<file path="config.mk">
export PLATFORM = sky130hd
export DESIGN_NAME = event_deserializer
export DESIGN_NICKNAME = d
export VERILOG_FILES = /design/src/rtl/event_pkg.sv /design/src/rtl/event_fifo.sv /design/src/rtl/event_deserializer.sv
export SDC_FILE = /design/constraint.sdc
export NUM_CORES = 1
export LEC_CHECK = 0
export CAP_MARGIN = 20
export CORE_MARGIN = 2
export CORE_UTILIZATION = 50
export CTS_BUF_LIST = sky130_fd_sc_hd__clkbuf_16
export CTS_CLUSTER_DIAMETER = 30
export DETAILED_ROUTE_END_ITERATION = 8
export GPL_ROUTABILITY_DRIVEN = 0
export PLACE_DENSITY = 0.76
export RECOVER_POWER = 50
export REMOVE_ABC_BUFFERS = 1
export SLEW_MARGIN = 0
export SYNTH_ARGS = -nofsm -noshare
export SYNTH_HDL_FRONTEND = slang
export SYNTH_HIERARCHICAL = 1
export SYNTH_SLANG_ARGS = --single-unit
</file>
<file path="constraint.sdc">
create_clock -name clk -period 2 [get_ports clk]
set_input_delay 0.3 -clock clk [delete_from_list [all_inputs] [get_ports clk]]
set_output_delay 0.3 -clock clk [all_outputs]
set_load 0.1 [all_outputs]
</file>
<file path="src/rtl/event_pkg.sv">
// Shared types for the event-camera pipeline.
//   HDR_BIT : bit of a stream byte that marks a frame header
//   CW      : width of the x, y and timestamp fields
//   ev_t    : one decoded DVS event {x, y, p, t}, 22 bits
//   state_e : frame assembler state
package event_pkg;

    localparam int HDR_BIT = 7;
    localparam int CW      = 7;

    typedef struct packed {
        logic [CW-1:0] x;
        logic [CW-1:0] y;
        logic          p;
        logic [CW-1:0] t;
    } ev_t;

    typedef enum logic [1:0] {
        HUNT = 2'd0,
        HDR  = 2'd1,
        GX   = 2'd2,
        GY   = 2'd3
    } state_e;

endpackage

</file>
<file path="src/rtl/event_fifo.sv">
// Small synchronous FIFO of decoded events, shared with the serializer.
// Ports:
//   clk, rst_n : clock, async active-low reset
//   push, din  : write request and data; accepted when not full, or when
//                a pop happens in the same cycle
//   pop        : read request; ignored when empty
//   dout       : head entry, straight from storage flops
//   full/empty : occupancy flags from the registered count
module event_fifo
    import event_pkg::*;
#(
    parameter int DEPTH = 2
) (
    input  logic clk,
    input  logic rst_n,
    input  logic push,
    input  ev_t  din,
    input  logic pop,
    output ev_t  dout,
    output logic full,
    output logic empty
);

    localparam int AW = $clog2(DEPTH);

    ev_t           mem_q [DEPTH];
    ev_t           mem_d [DEPTH];
    logic [AW-1:0] wr_ptr_q, wr_ptr_d;
    logic [AW-1:0] rd_ptr_q, rd_ptr_d;
    logic [AW:0]   count_q, count_d;
    logic          do_push, do_pop;

    assign full  = (count_q == (AW+1)'(DEPTH));
    assign empty = (count_q == '0);
    assign dout  = mem_q[rd_ptr_q];

    always_comb begin
        do_pop   = pop & ~empty;
        // A simultaneous pop frees the slot, so a full FIFO can still accept.
        do_push  = push & (~full | do_pop);
        mem_d    = mem_q;
        wr_ptr_d = wr_ptr_q;
        rd_ptr_d = rd_ptr_q;
        count_d  = count_q;
        if (do_push) begin
            mem_d[wr_ptr_q] = din;
            wr_ptr_d        = wr_ptr_q + AW'(1);
        end
        if (do_pop) begin
            rd_ptr_d = rd_ptr_q + AW'(1);
        end
        if (do_push && !do_pop) begin
            count_d = count_q + (AW+1)'(1);
        end else if (do_pop && !do_push) begin
            count_d = count_q - (AW+1)'(1);
        end
    end

    always_ff @(posedge clk or negedge rst_n) begin
        if (!rst_n) begin
            for (int i = 0; i < DEPTH; i++) begin
                mem_q[i] <= '0;
            end
            wr_ptr_q <= '0;
            rd_ptr_q <= '0;
            count_q  <= '0;
        end else begin
            mem_q    <= mem_d;
            wr_ptr_q <= wr_ptr_d;
            rd_ptr_q <= rd_ptr_d;
            count_q  <= count_d;
        end
    end

endmodule

</file>
<file path="src/rtl/event_deserializer.sv">
// Assembles 4-byte DVS event frames from a strobed byte stream and hands
// them to the event filter through a small FIFO.
//
// state | meaning
// HUNT  | waiting for a header byte; data bytes are discarded as errors
// HDR   | header seen (polarity held), waiting for x
// GX    | x held, waiting for y
// GY    | y held, waiting for timestamp; that byte completes the event
//
// Ports:
//   clk, rst_n        : clock, async active-low reset
//   byte_in[7:0]      : stream byte, stable around the strobe
//   byte_stb          : asynchronous strobe, rising edge marks a byte
//   ev_valid/ev_ready : output handshake, pop when both high
//   ev_x, ev_y, ev_p, ev_t : FIFO head fields
//   err_cnt           : saturating framing/timeout error count
//   drop_cnt          : saturating count of events lost to a full FIFO
module event_deserializer
    import event_pkg::state_e, event_pkg::HUNT, event_pkg::HDR, event_pkg::GX,
           event_pkg::GY, event_pkg::HDR_BIT, event_pkg::CW;
#(
    parameter int TIMEOUT    = 255,
    parameter int FIFO_DEPTH = 2
) (
    input  logic          clk,
    input  logic          rst_n,
    input  logic [7:0]    byte_in,
    input  logic          byte_stb,
    output logic          ev_valid,
    input  logic          ev_ready,
    output logic [CW-1:0] ev_x,
    output logic [CW-1:0] ev_y,
    output logic          ev_p,
    output logic [CW-1:0] ev_t,
    output logic [7:0]    err_cnt,
    output logic [7:0]    drop_cnt
);

    logic          s1_q, s1_d, s2_q, s2_d, s3_q, s3_d;
    logic [1:0]    init_q, init_d;
    logic          arm_q, arm_d;
    state_e        state_q, state_d;
    logic          p_q, p_d;
    logic [CW-1:0] x_q, x_d, y_q, y_d;
    logic [7:0]    idle_q, idle_d;
    logic [7:0]    err_q, err_d;
    logic [7:0]    drop_q, drop_d;

    logic          take, is_hdr, push_req, err_inc;
    logic          fifo_full, fifo_empty;
    event_pkg::ev_t push_data, head;

    always_comb begin
        s1_d   = byte_stb;
        s2_d   = s1_q;
        s3_d   = s2_q;
        // init_q[1] marks that s2 now holds a real pin sample rather than its
        // reset value. Edge detection is armed only once s2 has genuinely been
        // seen low, so a strobe held high through reset release is ignored.
        init_d = {init_q[0], 1'b1};
        arm_d  = arm_q | (init_q[1] & ~s2_q);
        take   = s2_q & ~s3_q & arm_q;
        is_hdr = byte_in[HDR_BIT];

        state_d  = state_q;
        p_d      = p_q;
        x_d      = x_q;
        y_d      = y_q;
        push_req = 1'b0;
        err_inc  = 1'b0;
        idle_d   = (state_q == HUNT || take) ? 8'd0 : idle_q + 8'd1;

        case (state_q)
            HUNT: begin
                if (take) begin
                    if (is_hdr) begin
                        p_d     = byte_in[HDR_BIT-1];
                        state_d = HDR;
                    end else begin
                        err_inc = 1'b1;
                    end
                end
            end
            default: begin
                if (take && is_hdr) begin
                    // resync on an unexpected header, partial frame dropped
                    err_inc = 1'b1;
                    p_d     = byte_in[HDR_BIT-1];
                    state_d = HDR;
                end else if (take) begin
                    case (state_q)
                        HDR: begin
                            x_d     = byte_in[CW-1:0];
                            state_d = GX;
                        end
                        GX: begin
                            y_d     = byte_in[CW-1:0];
                            state_d = GY;
                        end
                        default: begin
                            push_req = 1'b1;
                            state_d  = HUNT;
                        end
                    endcase
                end else if (idle_q == 8'(TIMEOUT - 1)) begin
                    // this is the TIMEOUT-th idle cycle since the last byte
                    err_inc = 1'b1;
                    state_d = HUNT;
                end
            end
        endcase

        push_data = '{x: x_q, y: y_q, p: p_q, t: byte_in[CW-1:0]};

        err_d  = (err_inc && err_q != 8'hFF) ? err_q + 8'd1 : err_q;
        drop_d = (push_req && fifo_full && !(ev_ready && !fifo_empty) && drop_q != 8'hFF)
                 ? drop_q + 8'd1 : drop_q;
    end

    always_ff @(posedge clk or negedge rst_n) begin
        if (!rst_n) begin
            s1_q    <= 1'b0;
            s2_q    <= 1'b0;
            s3_q    <= 1'b0;
            init_q  <= 2'b00;
            arm_q   <= 1'b0;
            state_q <= HUNT;
            p_q     <= 1'b0;
            x_q     <= '0;
            y_q     <= '0;
            idle_q  <= '0;
            err_q   <= '0;
            drop_q  <= '0;
        end else begin
            s1_q    <= s1_d;
            s2_q    <= s2_d;
            s3_q    <= s3_d;
            init_q  <= init_d;
            arm_q   <= arm_d;
            state_q <= state_d;
            p_q     <= p_d;
            x_q     <= x_d;
            y_q     <= y_d;
            idle_q  <= idle_d;
            err_q   <= err_d;
            drop_q  <= drop_d;
        end
    end

    event_fifo #(
        .DEPTH (FIFO_DEPTH)
    ) u_fifo (
        .clk   (clk),
        .rst_n (rst_n),
        .push  (push_req),
        .din   (push_data),
        .pop   (ev_ready),
        .dout  (head),
        .full  (fifo_full),
        .empty (fifo_empty)
    );

    assign ev_valid = ~fifo_empty;
    assign ev_x     = head.x;
    assign ev_y     = head.y;
    assign ev_p     = head.p;
    assign ev_t     = head.t;
    assign err_cnt  = err_q;
    assign drop_cnt = drop_q;

endmodule
</file>
==> reports/results.md <==
| Item | Reported | Unit |
|---|---|---|
| Status | finished with violations | - |
| Violated checks | setup timing | - |
| Detailed route wirelength on metal2 | 3831 | µm |
| Topmost layer with routed signal wires | met4 | - |
| Pin count of the biggest net entering global routing | 64 | - |
| Area share of the largest cell type after synthesis | 0.5606 | - |
| Cell Chain, Critical Path | inv_2 -> ha_4 -> nor3_4 -> nor2b_4 -> nor3b_4 -> buf_6 -> buf_12 -> mux2_1 | - |
| FF-to-FF End | u_fifo/mem_q[40]$_DFFE_PN0P_ | - |
| Hold-critical path endpoint | s2_q$_DFF_PN0_ | - |
| Die ar. | 9233 | µm² |
| Final worst clock skew | 0.006354 | ns |
| Synth Seq Share | 0.5606 | - |
| Required time at the worst-slack endpoint | 2.21 | ns |
| Tally of buffers added on design ports | 50 | - |
| Most common library cell in the layout ignoring fill and taps | dfrtp_1 | - |
| Post-detailed-route count of antenna-violating nets | 0 | - |
| Cell type with the largest total area after synthesis | dfrtp_1 | - |
| Capture point of the critical path | u_fifo/mem_q[40]$_DFFE_PN0P_ | - |
| Element type at the critical path start | register | - |
| Number of hold-slack violations in the final timing report | 0 | - |
| Number of cells on the worst hold path | 0 | - |
| Length of the first detailed-routing pass in iterations | 4 | - |
| Cts bufs inserted | 9 | - |
| # Cells Yosys | 301 | - |
| Clock buffer instance count of the final layout | 9 | - |
| Basic-gate share of the synthesized area counting and, or, nand and nor cells | 0.1015 | - |
| Type of the most critical hold path | register to register | - |
| Crit Reg-Reg Startpoint | state_q[1]$_DFFE_PN0P_ | - |
| Antenna Cells | 0 | - |
| CTS tree | built | - |
| Length in cells of the worst reg-to-reg path | 8 | - |
| Die extent in y | 96.09 | µm |
| Core Footprint | 8217 | µm² |
| Syn. warnings | 6 | - |
| Number of non-clock buffers | 70 | - |
| Synth Area in Adders | 0.02361 | - |
| Proportion of final cell area spent on non-clock buffers | 0.1615 | - |
| Post-route minimum period | 2.005 | ns |
| Final slew viol count | 0 | - |
| Clock tree buffer depth | 2 | - |
| Final Cycle Share | 1.002 | - |
| Crit path setup slack, layout | -0.004798 | ns |
| Cell Count, Final, Fillers Out | 485 | - |
| Max-capacitance violation count | 0 | - |
| Post-synthesis cell count | 301 | - |
| DP Cell Count | 464 | - |
| Crit path max-delay cell type | dfrtp_1 | - |
| Top cells by area | dfrtp_1 56%, mux2_2 20%, xor2_1 4.3% | - |
| Number of enable-type register cells in the synthesized netlist | 0 | - |
| Init Core Util | 0.5161 | - |
| Dominant logic cell types in the final layout | 95 x dfrtp_1, 68 x mux2_2, 28 x buf_4, 25 x buf_12, 21 x xor2_1 | - |
| Combinational fraction of the cell area | 0.3288 | - |
| Crit. Startpoint | state_q[1]$_DFFE_PN0P_ | - |
| Met3 WL | 228 | µm |
| Layout cell share with drive strength beyond 1 | 0.4579 | - |
| Post-detailed-route via-to-cell ratio | 5.351 | - |
| Antenna violations before repair | 0 | - |
| Distinct lib cells used | 38 | - |
| Nets@finish | 395 | - |
| Mux contribution to synthesized area | 0.2240 | - |
| Async SR Flop Fraction | 1.000 | - |
| Multi-In Gates | 192 | - |
| Clock tree cell share of total cell area | 0.06092 | - |
| Dominant kind of combinational cell | multiplexers | - |
| Area fraction in xor and xnor cells | 0.04957 | - |
| Commonest cells in the netlist | 95 x dfrtp_1, 77 x mux2_2, 21 x xor2_1 | - |
| Fmax | 498.8 | MHz |
| Clock slew at reported path FFs | 0.06 | ns |
| Crit path capture type | register | - |
| DRC | 0 | - |
| Total clock sinks | 95 | - |
| Data arrival time of the critical path | 2.21 | ns |
| Synthesized area | 4240 | µm² |
| Via count of the first global-routing pass | 2590 | - |
| Global-route layer with the greatest usage | met2 | - |
| Late-Pin Clk Latency | 0.33 | ns |
| Count of flip-flops and latches | 95 | - |
| Hold wc startpoint | s1_q$_DFF_PN0_ | - |
| Area occupied by multi-input gates | 1857 | µm² |
| Max Fanout on Critical Path | 11 | - |
| Post-synthesis sequential element count | 95 | - |
| Compound Share, Synth | 0.01947 | - |
| Slowest stage delay, CP | 0.40 | ns |
| Minimum setup slack among reg-to-reg paths | -0.005 | ns |
| Tightest slew margin relative to the limit | 0.4558 | - |
| Die boundary width | 96.09 | µm |
| Tally of filler cells in the layout | 577 | - |
| Largest cell class by area | registers | - |
| Final number of setup-violating endpoints | 4 | - |
| Starting DRC count in detailed routing | 64 | - |
| Total tool warning count | 29 | - |
| FF+latch area | 2377 | µm² |
| Root Buffer | clkbuf_16 | - |
| Row count | 33 | - |
| Length of routed wiring on met1 | 3659 | µm |
| Wire length of the first global-routing pass | 12320 | µm |
| Inverter tally of the final layout excluding the clock network | 7 | - |
| Chip Area, Yosys | 4240 | µm² |
| Worst Setup Path Type | register to register | - |
| Num tapcells | 105 | - |
| Setup repair after global routing missed its margin | yes | - |
| CTS H-Tree Depth | 3 | - |
| Synth-to-Final Area Change | 33.20 | % |
| Synth Area per Inst | 14.09 | µm² |
| Most used standard cell by instance count after synthesis | dfrtp_1 | - |
| Sequential share of cell area | 0.4209 | - |
| Dominant register cell in the synthesized netlist | dfrtp_1 | - |
| Slew @ Worst Pin | 0.8163 | ns |
| Top Ports | 51 | - |
| Half-perimeter wire length after detailed placement | 4830 | µm |
| GRT Residual Overflow | 0 | - |
## critical path: cells and delay by family (launching register included)
family        cells  cell delay, ns
fa+ha+maj         1            0.21
buf+inv           3            0.38
flops             1            0.40
mux               1            0.33
simple gates      3            0.57
## metrics by stage
step / TNS, ns / util / setup WS (ns) / area [µm²] / hold slack (ns)
2_1_floorplan: -17.19 / - / -0.3666 / 4180 / 0.004409
3_3_place_gp: -3.349 / 0.6268 / -0.1138 / 5150 / 0.2686
3_5_place_dp: -4.772 / 0.6268 / -0.1269 / 5150 / 0.2683
4_1_cts: 0 / 0.6755 / 0.003261 / 5550 / 0.3561
5_1_grt: -2.562 / 0.6874 / -0.07946 / 5648 / 0.3607
6_report: -0.006074 / 0.6874 / -0.004798 / 5648 / 0.3531
## registers in the layout (all words and copies together), names as in the netlist
| signal | flops |
|---|---|
| idle_q | 8 |
| x_q | 7 |
| arm_q | 1 |
| y_q | 7 |
| u_fifo/rd_ptr_q | 1 |
| err_cnt | 8 |
| s3_q | 1 |
| p_q | 1 |
| u_fifo/count_q | 2 |
| state_q | 2 |
| s1_q | 1 |
| u_fifo/wr_ptr_q | 1 |
| s2_q | 1 |
| drop_cnt | 8 |
| init_q | 2 |
| u_fifo/mem_q | 44 |
## timing repair
item	4_1_cts	5_1_grt
cloned	1	2
gates resized	4	18
setup endpoints to repair	45	45
buffers inserted	1	0
hold buffers	1	0
pin swaps	1	1
hold endpoints to repair	32	0
**Signal wires on met4**

Drawn at 4 px/µm. Supply wires on this layer in gray.
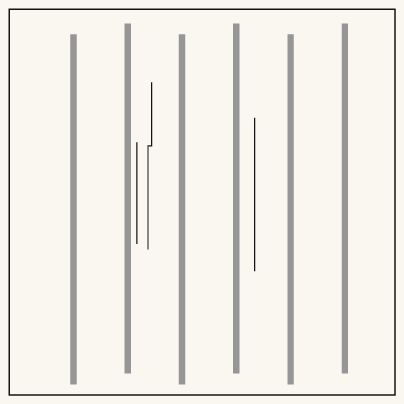
nets with wire on the layer = 2
main direction = vertical
number of vias after detailed routing: 2595
total wirelength of the detailed-routed design: 7825 µm

**Congestion heat map**

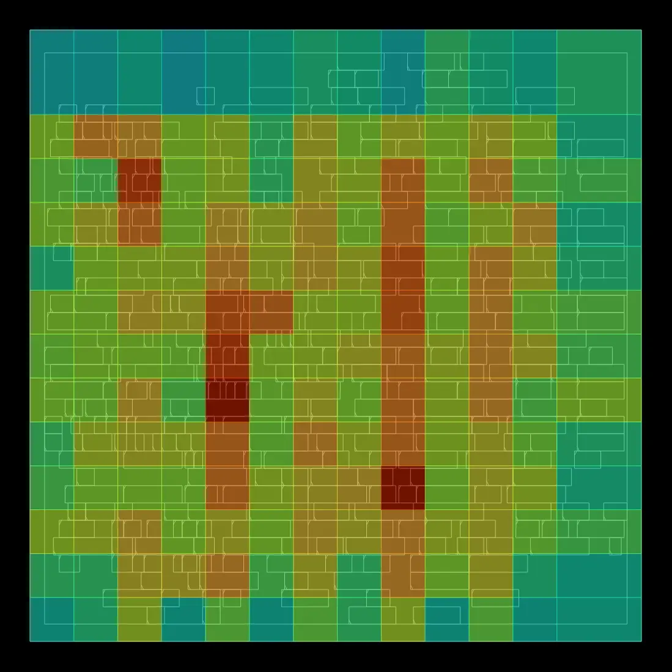
met2 usage in global routing: 0.2784
GRT Util Overall: 0.1743
met3 Use GR: 0.02819
met1 Resource Use GR: 0.2397
routed wirelength normalized by instance count: 16.13 µm

